## config.mk

```make
export PLATFORM = sky130hd
export DESIGN_NAME = accumulator
export DESIGN_NICKNAME = d
export VERILOG_FILES = /design/src/rtl/accumulator_pkg.sv /design/src/rtl/adder.sv /design/src/rtl/accumulator.sv
export SDC_FILE = /design/constraint.sdc
export NUM_CORES = 1
export LEC_CHECK = 0
export ABC_AREA = 0
export CAP_MARGIN = 40
export CORE_MARGIN = 1.5
export CORE_UTILIZATION = 45
export CTS_CLUSTER_DIAMETER = 150
export DETAILED_ROUTE_END_ITERATION = 10
export GPL_ROUTABILITY_DRIVEN = 0
export PLACE_DENSITY = 0.78
export SYNTH_ARGS = -nofsm -noshare
export SYNTH_HDL_FRONTEND = slang
export SYNTH_SLANG_ARGS = --single-unit
```

## constraint.sdc

```tcl
create_clock -name clk_i -period 2.3 [get_ports clk_i]
set_clock_uncertainty 0.1 [all_clocks]
set_input_delay 0.23 -clock clk_i [delete_from_list [all_inputs] [get_ports clk_i]]
set_output_delay 0.23 -clock clk_i [all_outputs]
set_load 0.02 [all_outputs]
```

## src/rtl/accumulator_pkg.sv

```systemverilog
// rtl/accumulator_pkg.sv - shared types and helpers for the frame accumulator
package accumulator_pkg;

    typedef enum logic {
        AccumSt = 1'b0,
        HoldSt  = 1'b1
    } accum_state_e;

    // Width of a counter that indexes 0..count-1, never narrower than one bit
    function automatic int unsigned calc_cnt_w(input int unsigned count);
        return (count > 1) ? $clog2(count) : 1;
    endfunction

endpackage

```

## src/rtl/adder.sv

```systemverilog
// rtl/adder.sv - generic unsigned adder prim with carry out
module adder #(
    parameter int unsigned Width = 8
) (
    input  logic [Width-1:0] in1_i,
    input  logic [Width-1:0] in2_i,
    output logic [Width-1:0] sum_o,
    output logic             carry_o
);

    // Full-width add; the extra top bit is the carry
    always_comb begin
        {carry_o, sum_o} = {1'b0, in1_i} + {1'b0, in2_i};
    end

endmodule

```

## src/rtl/accumulator.sv

```systemverilog
// rtl/accumulator.sv - sums Count stream samples and presents the frame total
module accumulator
    import accumulator_pkg::*;
#(
    parameter int unsigned Width    = 8,
    parameter int unsigned Count    = 4,
    parameter bit          Saturate = 1'b0
) (
    input  logic             clk_i,
    input  logic             rst_ni,
    input  logic             clear_i,
    input  logic             valid_i,
    output logic             ready_o,
    input  logic [Width-1:0] data_i,
    output logic             valid_o,
    input  logic             ready_i,
    output logic [Width-1:0] sum_o,
    output logic             overflow_o
);

    localparam int unsigned     CntW    = calc_cnt_w(Count);
    localparam logic [CntW-1:0] CntLast = CntW'(Count - 1);

    if (Count < 1) begin : gen_bad_count
        $error("accumulator: Count must be >= 1");
    end

    accum_state_e    state_q, state_d;
    logic [Width-1:0] acc_q, acc_d;
    logic [CntW-1:0]  cnt_q, cnt_d;
    logic             ovf_q, ovf_d;

    logic [Width-1:0] add_sum;
    logic             add_carry;

    adder #(
        .Width (Width)
    ) u_adder (
        .in1_i   (acc_q),
        .in2_i   (data_i),
        .sum_o   (add_sum),
        .carry_o (add_carry)
    );

    // State registers; reset drops any partial or held frame
    always_ff @(posedge clk_i or negedge rst_ni) begin
        if (!rst_ni) begin
            state_q <= AccumSt;
            acc_q   <= '0;
            cnt_q   <= '0;
            ovf_q   <= 1'b0;
        end else begin
            state_q <= state_d;
            acc_q   <= acc_d;
            cnt_q   <= cnt_d;
            ovf_q   <= ovf_d;
        end
    end

    // Next-state logic: clear wins over any transfer in either state
    always_comb begin
        state_d = state_q;
        acc_d   = acc_q;
        cnt_d   = cnt_q;
        ovf_d   = ovf_q;
        if (clear_i) begin
            state_d = AccumSt;
            acc_d   = '0;
            cnt_d   = '0;
            ovf_d   = 1'b0;
        end else begin
            unique case (state_q)
                AccumSt: begin
                    if (valid_i) begin
                        acc_d = add_sum;
                        ovf_d = ovf_q | add_carry;
                        if (cnt_q == CntLast) begin
                            cnt_d   = '0;
                            state_d = HoldSt;
                        end else begin
                            cnt_d = cnt_q + CntW'(1);
                        end
                    end
                end
                HoldSt: begin
                    if (ready_i) begin
                        acc_d   = '0;
                        ovf_d   = 1'b0;
                        state_d = AccumSt;
                    end
                end
                default: begin
                    state_d = AccumSt;
                end
            endcase
        end
    end

    // Handshake and result outputs; ready is gated so a clearing cycle never takes a sample
    always_comb begin
        ready_o    = (state_q == AccumSt) && !clear_i;
        valid_o    = (state_q == HoldSt);
        sum_o      = (Saturate && ovf_q) ? {Width{1'b1}} : acc_q;
        overflow_o = ovf_q;
    end

endmodule
```

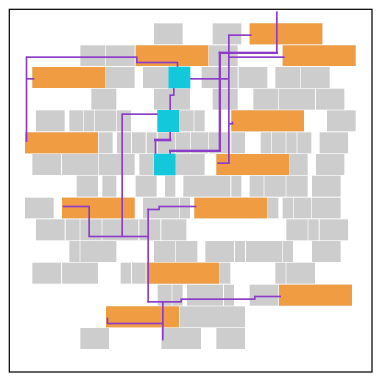
**Above:** run 1 (routed clock nets over the placement).
Drawn at 8 px/µm.
legend:
  clock wires:
    color: purple
    length: 196 µm
  clock-net drivers:
    color: cyan
    count: 3
  flip-flops:
    color: orange
    count: 12
flops lie: spread over the die
Clk power: 175 µW
clk latency late pin: 0.28 ns
clock share of power: 22.4%

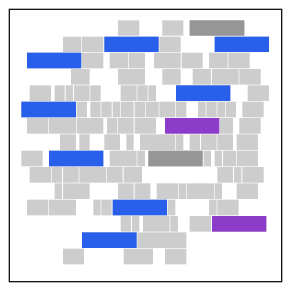
**Above:** run 1 (sequential cells colored by netlist name).
Drawn at 6 px/µm. Other sequential cells in the stronger gray, the rest of the logic in the fainter gray.
legend:
  sum_o:
    color: blue
    sequential_cells: 8
  cnt_q:
    color: purple
    sequential_cells: 2
not colored: 2
Seq/total area: 26.9%
Core Util, Final: 66.0%
Seq power: 267 µW

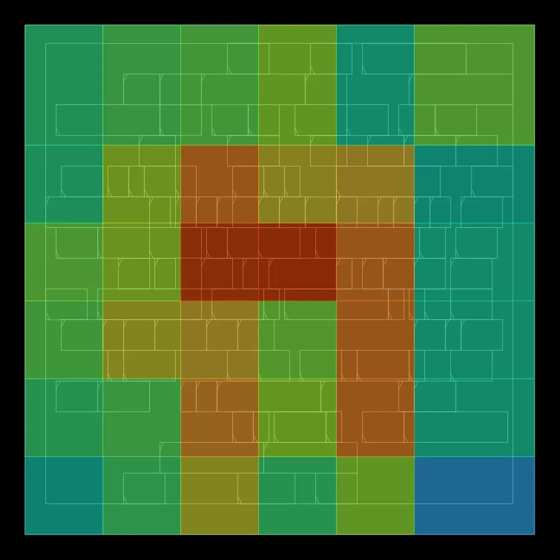
**Above:** run 1 (routing congestion map).
grt met3 use: 2.40%
GR peak layer: met2
GRT met1 Usage: 27.6%
wire per inst: 13.6 µm
grt met2 use: 29.7%

==> reports/results.txt, run 1 <==
Status: finished, final reports clean
Remaining antenna violation count: 0
WP data arrival: 2.15 ns
Port bufs: 23
DRC Markers: 0
CTS H-tree lvls: 1
CLK BUF: 4
Pins Over Slew Limit: 0
Vias: 751
Post-synthesis async set-or-reset flop share: 100%
Largest logic family: AND-OR/OR-AND gates
Most numerous logic cell after layout: clkdlybuf4s50_1
Max FFs per register: 8
Initial antenna violation count: 0
Top Consumer: combinational cells
Leakage: 0.519 nW
Initial drt markers: 10
Area Growth Syn to Fin: 39.4%
Yosys warning tally: 0
Synth Area in Compound Gates: 26.1%
FF-to-FF Start: sum_o[0]
Clock Root Buffer: clkbuf_4
Period utilization: 91.8%
Final Hold Fails: 0
Net switching power: 272 µW
Proportion of power drawn by combinational gates: 43.3%
WP depth: 7
Sequential group share of total power: 34.3%
Highest routed layer: met4
Buf+Inv Stages, Crit Path: 0
Slew HR: 60.9%
Crit-path leading delay family: AND-OR/OR-AND gates
Post-synthesis instance total: 83
# diodes: 0
Maximum fanout along the worst path: 3
First-pass GRT wire length: 2860 µm
Final non-filler cell total: 129
Detail Placement HPWL: 1370 µm
Die area: 0.00204 mm²
Yosys cell count: 83
Met2 wire length: 832 µm
Worst endpoint required time: 2.34 ns
Layout cell share with drive strength beyond 1: 11.6%
Primary FF master, synth: dfrtp_1
Register Area: 300 µm²
CTS Hold Bufs: 0
Xor+xnor area frac: 3.29%
Simple Share, Synth: 12.2%
Combinational cell power: 338 µW
MUX area fraction: 2.50%
Worst reg2reg path depth: 7
M1 WL: 842 µm
CP Launch Type: register
Synth cell types: 26
ClkCell Share: 3.25%
# placed instances: 125
Critical path endpoint category: register
Yosys adder share: 16.6%
PostCTS Resize Cnt: 0
CTS clk-pin slew, worst paths: 0.09 ns
Post-route cell area: 0.00111 mm²
Initial DRT Pass Iterations: 4
RSZ-0062 raised after global routing: no
Number of synthesized flops with an enable pin: 0
Mi-comb count: 68
Total wire length: 1760 µm
Setup ws final: 0.190 ns
MaxCap Viol Count: 0
Flop2flop setup slack: 0.19 ns
Pin count of the biggest net entering global routing: 13
CTS buffer count: 3
Clock Tree Buf Depth: 2
CTS tree: done
Tot GR Track Use: 19.3%
## run 1: Yosys cell counts, types with 2 or more instances
library cell	n	area share (%)
a21oi_1	5	3.1
nand2_1	8	3.8
a211oi_1	4	3.8
a22o_1	4	4.4
buf_2	2	1.3
o21ai_0	9	5.6
mux2i_1	2	2.5
a21o_1	2	1.9
dfrtp_1	12	38
nor2_1	10	4.7
ha_1	9	14
xnor2_1	2	2.2
## run 1: stage by stage
step / power (mW) / TNS, ns / hold slack, ns
2_1_floorplan: 0.475 / 0 / -0.166
3_3_place_gp: 0.596 / -0.0879 / 0.393
3_5_place_dp: 0.604 / -0.184 / 0.409
4_1_cts: 0.777 / 0 / 0.234
5_1_grt: 0.827 / 0 / 0.262
6_report: 0.779 / 0 / 0.215
==> run 2: changes to the inputs <==
--- a/config.mk
+++ b/config.mk
@@ -10,8 +10,7 @@
 export CORE_MARGIN = 1.5
 export CORE_UTILIZATION = 45
-export CTS_CLUSTER_DIAMETER = 150
 export DETAILED_ROUTE_END_ITERATION = 10
 export GPL_ROUTABILITY_DRIVEN = 0
-export PLACE_DENSITY = 0.78
+export PLACE_DENSITY = 0.77
 export SYNTH_ARGS = -nofsm -noshare
 export SYNTH_HDL_FRONTEND = slang
==> constraint.sdc (replaced) <==
create_clock -name clk_i -period 2.3 [get_ports clk_i]
set_clock_uncertainty 0.1 [all_clocks]
set_input_delay 0.46 -clock clk_i [delete_from_list [all_inputs] [get_ports clk_i]]
set_output_delay 0.46 -clock clk_i [all_outputs]
set_load 0.02 [all_outputs]
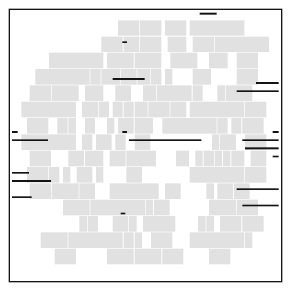
**Above:** run 2 (signal wires on met3).
Drawn at 6 px/µm.
wire length on this layer: 73.1 µm
share of all routed wire: 3.9%

==> reports/results.txt, run 2 <==
Synth cell types: 26 (unchanged)
Synth Cell Area: 800 µm²
Setup TNS: 0 ns (unchanged)
IO Pins: 24
Final setup fails: 0
Register share after synthesis: 37.6%
Std cell rows: 15
Yosys cell count: 83 (unchanged)
Floorplan Nets: 106
Die area: 0.00204 mm² (unchanged)
Primary FF master, synth: dfrtp_1
Tool warnings: 26
Flop2flop setup slack: 0.24 ns (+0.05 ns)
Period utilization: 97.7% (+6.0 points)
Combinational cell power: 364 µW (+7.7%)
Status: finished, final reports clean
MaxCap Viol Count: 0 (unchanged)
Synth Area in Compound Gates: 26.1% (unchanged)
Die Y: 45.2 µm
Area of placed instances: 0.00112 mm²
Most numerous logic cell after layout: clkdlybuf4s50_1
Clock period minus worst slack: 2.25 ns
Area leader share: 37.6% (unchanged)
Seq power: 266 µW (about the same)
Clock Tree Buf Depth: 2 (unchanged)
Top Consumer: combinational cells
Post-synthesis instance total: 83 (unchanged)
Clk power: 180 µW (+3%)
Pins Over Slew Limit: 0 (unchanged)
Slew HR: 51.0% (-9.8 points)
Power Dens Cells: 694 mW/mm²
Maximum fanout along the worst path: 3 (unchanged)
Net switching power: 286 µW (+5.1%)
CP Capture Point: overflow_o
YS chip area: 800 µm²
WP data arrival: 2.32 ns (+0.17 ns)
CTS Hold Bufs: 0 (unchanged)
Vias: 763 (+1.6%)
Leakage: 0.555 nW (+6.9%)
Number of nets in the layout: 142
CTS tree: done
Clock Root Buffer: clkbuf_4
Setup crit start: data_i[0]
Yosys warning tally: 0 (unchanged)
Post-route cell area: 0.00117 mm² (+4.7%)
Worst reg2reg path depth: 7 (unchanged)
Maximum clock frequency: 445 MHz
Clk latency late pin: 0.28 ns (about the same)
Initial DRT Pass Iterations: 4 (unchanged)
Post-synthesis async set-or-reset flop share: 100% (unchanged)
Via-per-instance ratio: 5.65
Largest logic family: AND-OR/OR-AND gates
Pre-Place Util: 47.3%
Proportion of power drawn by combinational gates: 44.9% (+1.6 points)
Pre-CTS WS: -0.341 ns
Slew @ Worst Pin: 0.730 ns
Layout cell share with drive strength beyond 1: 17.8% (+6.2 points)
FF-to-FF Start: sum_o[0]
Pint: 524 µW
Clock share of power: 22.2% (-0.2 points)
Die width: 45.2 µm
MUX area fraction: 2.50% (unchanged)
WP depth: 8 (+1)
Final Power: 810 µW (+4.0%)
Remaining antenna violation count: 0 (unchanged)
Detail Placement HPWL: 1390 µm (+2.0%)
Grt ovf: 0
Ranking of synthesized cells by area: dfrtp_1 38%, ha_1 14%, o21ai_0 5.6%
Final non-filler cell total: 135 (+4.7%)
CP max stage delay: 0.41 ns
Cells along the critical path: clkdlybuf4s50_1 -> ha_2 -> fa_2 -> a211oi_2 -> nor2_2 -> o311a_1 -> o211ai_1 -> o21ai_0
Port bufs: 23 (unchanged)
CTS buffer count: 3 (unchanged)
First-pass GRT wire length: 2970 µm (+3.8%)
Avg Inst Size Synth: 9.63 µm²
Core Region: 0.00169 mm²
Buf+Inv Stages, Crit Path: 1 (+1)
# diodes: 0 (unchanged)
Slowest cell on the critical path: clkdlybuf4s50_1
CP Launch Type: primary input
Crit-path leading delay family: AND-OR/OR-AND gates
CTS H-tree lvls: 1 (unchanged)
Clock sink count: 12
Area Growth Syn to Fin: 46.0%
Initial drt markers: 8 (-2)
Flops after synth: 12
Peak supply drop: 0.000349 V
DRC Markers: 0 (unchanged)
Sequential group share of total power: 32.9% (-1.4 points)
Tot GR Track Use: 20.6% (+1.3 points)
Pin count of the biggest net entering global routing: 13 (unchanged)
Setup ws final: 0.0527 ns (-0.137 ns)
CTS clk-pin slew, worst paths: 0.09 ns (about the same)
Sw Share: 35.3%
Final Hold Fails: 0 (unchanged)
Count leader, synth: dfrtp_1
Total wire length: 1860 µm (+5.7%)
# placed instances: 131 (+4.8%)
Top post-synthesis cells by count: 12 x dfrtp_1, 10 x nor2_1, 9 x ha_1, 9 x o21ai_0, 8 x nand2_1
Wire per inst: 13.8 µm (+0.99%)
Core Util, Final: 69.1% (+3.1 points)
WHS: 0.425 ns (+0.210 ns)
Vias in the first global route: 697
Critical path endpoint category: register
RR Endpoint: overflow_o
Initial antenna violation count: 0 (unchanged)
Area leader, netlist: dfrtp_1
Worst hold path type: primary input to async pin
Worst endpoint required time: 2.37 ns (+0.03 ns)
Yosys adder share: 16.6% (unchanged)
Max FFs per register: 8 (unchanged)
Setup Buffers After CTS: 0
Xor+xnor area frac: 3.29% (unchanged)
Number of synthesized flops with an enable pin: 0 (unchanged)
PostCTS Resize Cnt: 2 (+2)
Simple Share, Synth: 12.2% (unchanged)
run 2: netlist changes by cell type in the layout (fill, tap and decap cells not counted), sizes merged:
cell           before  now
clkdlybuf4s50      23   22
dlymetal6s2s        0    1
buf                 4   10
run 2: final cells by class:
| class | count | area [µm²] |
|---|---|---|
| Tap cell | 17 | 21.3 |
| Inverter | 1 | 3.75 |
| Sequential cell | 12 | 300 |
| Multi-Input combinational cell | 68 | 498 |
| Fill cell | 141 | 522 |
| Timing Repair Buffer | 33 | 308 |
| Clock buffer | 4 | 36.3 |
run 2: metal layers:
metal,track usage [%],vias up,part of all wire [%]
met5,0,-,0
met4,10.6,0,2.6
met3,2.40,5,3.9
met2,34.6,20,48
met1,25.8,362,46
li1,-,376,-
==> run 3: changes to the inputs <==
- PLACE_DENSITY: 0.77 -> 0.76
- SYNTH_HIERARCHICAL: unset -> 1
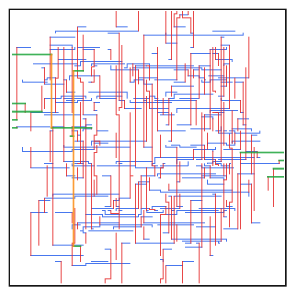
**Above:** run 3 (routed metal, one color a layer).
Drawn at 6 px/µm.
legend:
  M3:
    color: green
    wire_length: 36.3 µm
  M4:
    color: orange
    wire_length: 41.5 µm
  M1:
    color: blue
    wire_length: 828 µm
  M2:
    color: red
    wire_length: 927 µm
vias: 754
total wire length: 1830 µm
wire per inst: 12.7 µm
Tot GR Track Use: 21.1%

==> reports/results.txt, run 3 <==
Grt met3 use: 1.19% (-1.2 points)
Pin count of the biggest net entering global routing: 13 (unchanged)
MUX area fraction: 5.30% (+2.8 points)
Invs w/o clock: 3 (+2)
Final setup fails: 0 (unchanged)
CTS Hold Bufs: 0 (unchanged)
Number of nets in the layout: 143 (+0.70%)
Synth cell types: 26 (unchanged)
Remaining antenna violation count: 0 (unchanged)
Clock sink count: 12 (unchanged)
Synth Area in Compound Gates: 19.7% (-6.4 points)
Layout cell share with drive strength beyond 1: 12.6% (-5.2 points)
IO Pins: 24 (unchanged)
Grt ovf: 0 (unchanged)
Post-synthesis async set-or-reset flop share: 100% (unchanged)
Synth Cell Area: 826 µm² (+3.3%)
Core Region: 0.00173 mm² (+2.2%)
Area leader share: 36.4% (-1.2 points)
Port bufs: 23 (unchanged)
Combinational share of cell area: 43.4% (+0.70 points)
Tool warnings: 26 (unchanged)
Std cell rows: 15 (unchanged)
Xor+xnor area frac: 4.24% (+0.96 points)
Clock period minus worst slack: 2.16 ns (-0.0835 ns)
Detail Placement HPWL: 1490 µm (+6.6%)
Die width: 45.8 µm (+1.5%)
MaxCap Viol Count: 0 (unchanged)
CTS clk-pin slew, worst paths: 0.07 ns (-0.02 ns)
Worst reg2reg path depth: 8 (+1)
CTS buffer count: 3 (unchanged)
Pins Over Slew Limit: 0 (unchanged)
Gate Area: 507 µm² (+1.8%)
Status: finished, final reports clean
Top post-synthesis cells by count: 16 x nor2_1, 12 x dfrtp_1, 9 x a22oi_1, 9 x ha_1, 6 x a21oi_1
ClkCell Share: 3.10% (-0.0033 points)
Clock Tree Buf Depth: 2 (unchanged)
Clk latency late pin: 0.28 ns (about the same)
Mi-comb count: 70 (+2.9%)
CLK BUF: 4 (unchanged)
Ranking of synthesized cells by area: dfrtp_1 36%, ha_1 14%, a22oi_1 8.2%
YS chip area: 826 µm² (+3.3%)
Crit-path leading delay family: buffers and inverters
Slew @ Worst Pin: 0.521 ns (-0.209 ns)
Seq/total area: 25.7% (-0.028 points)
Via-per-instance ratio: 5.24 (-7.4%)
Period utilization: 94.1% (-3.6 points)
Initial DRT Pass Iterations: 4 (unchanged)
First-pass GRT wire length: 3090 µm (+4.0%)
WHS: 0.423 ns (-0.00209 ns)
Power Dens Cells: 608 mW/mm² (-12%)
Fillers: 163 (+16%)
Setup Buffers After CTS: 0 (unchanged)
Final Power: 710 µW (-12%)
Max FFs per register: 8 (unchanged)
Post-synthesis instance total: 87 (+4.8%)
Maximum clock frequency: 462 MHz (+3.9%)
Number of synthesized flops with an enable pin: 0 (unchanged)
Yosys adder share: 16.1% (-0.53 points)
M1 WL: 827 µm (-2.5%)
Register Area: 300 µm² (unchanged)
Largest logic family: AND-OR/OR-AND gates
Register share after synthesis: 36.4% (-1.2 points)
Highest routed layer: met4
RR Endpoint: overflow_o
Count leader, synth: nor2_1
Non-clk buf share: 24.2% (-2.2 points)
Die Y: 45.8 µm (+1.5%)
Clock Root Buffer: clkbuf_4
Slew HR: 65.1% (+14 points)
CTS H-tree lvls: 1 (unchanged)
Post-route cell area: 0.00117 mm² (+0.11%)
==> run 3: worst max path at each step <==
stage,start,endpoint,slack (ns)
floorplan,sum_o[0],overflow_o,0.33
global placement,data_i[0],overflow_o,-0.13
detailed placement,data_i[0],overflow_o,-0.16
CTS,clear_i,ready_o,0.13
global route,data_i[4],sum_o[7],0.02
finish,clear_i,ready_o,0.14
==> run 3: power by group <==
group	internal, mW	leakage [nW]	switching [mW]
registers	0.232	0.161	0.0194
logic	0.150	0.365	0.141
clock network	0.0964	0.0210	0.0717
total	0.478	0.547	0.232
==> run 3: per-stage QoR <==
step	setup TNS, ns	instances	utilization [%]
after floorplan	0	87	-
after global placement	-0.430	140	65.4
after detailed placement	-0.580	140	65.4
after CTS	0	144	67.5
after global routing	0	144	67.7
final	0	144	67.7
Power is estimated from default activity; no workload was simulated.
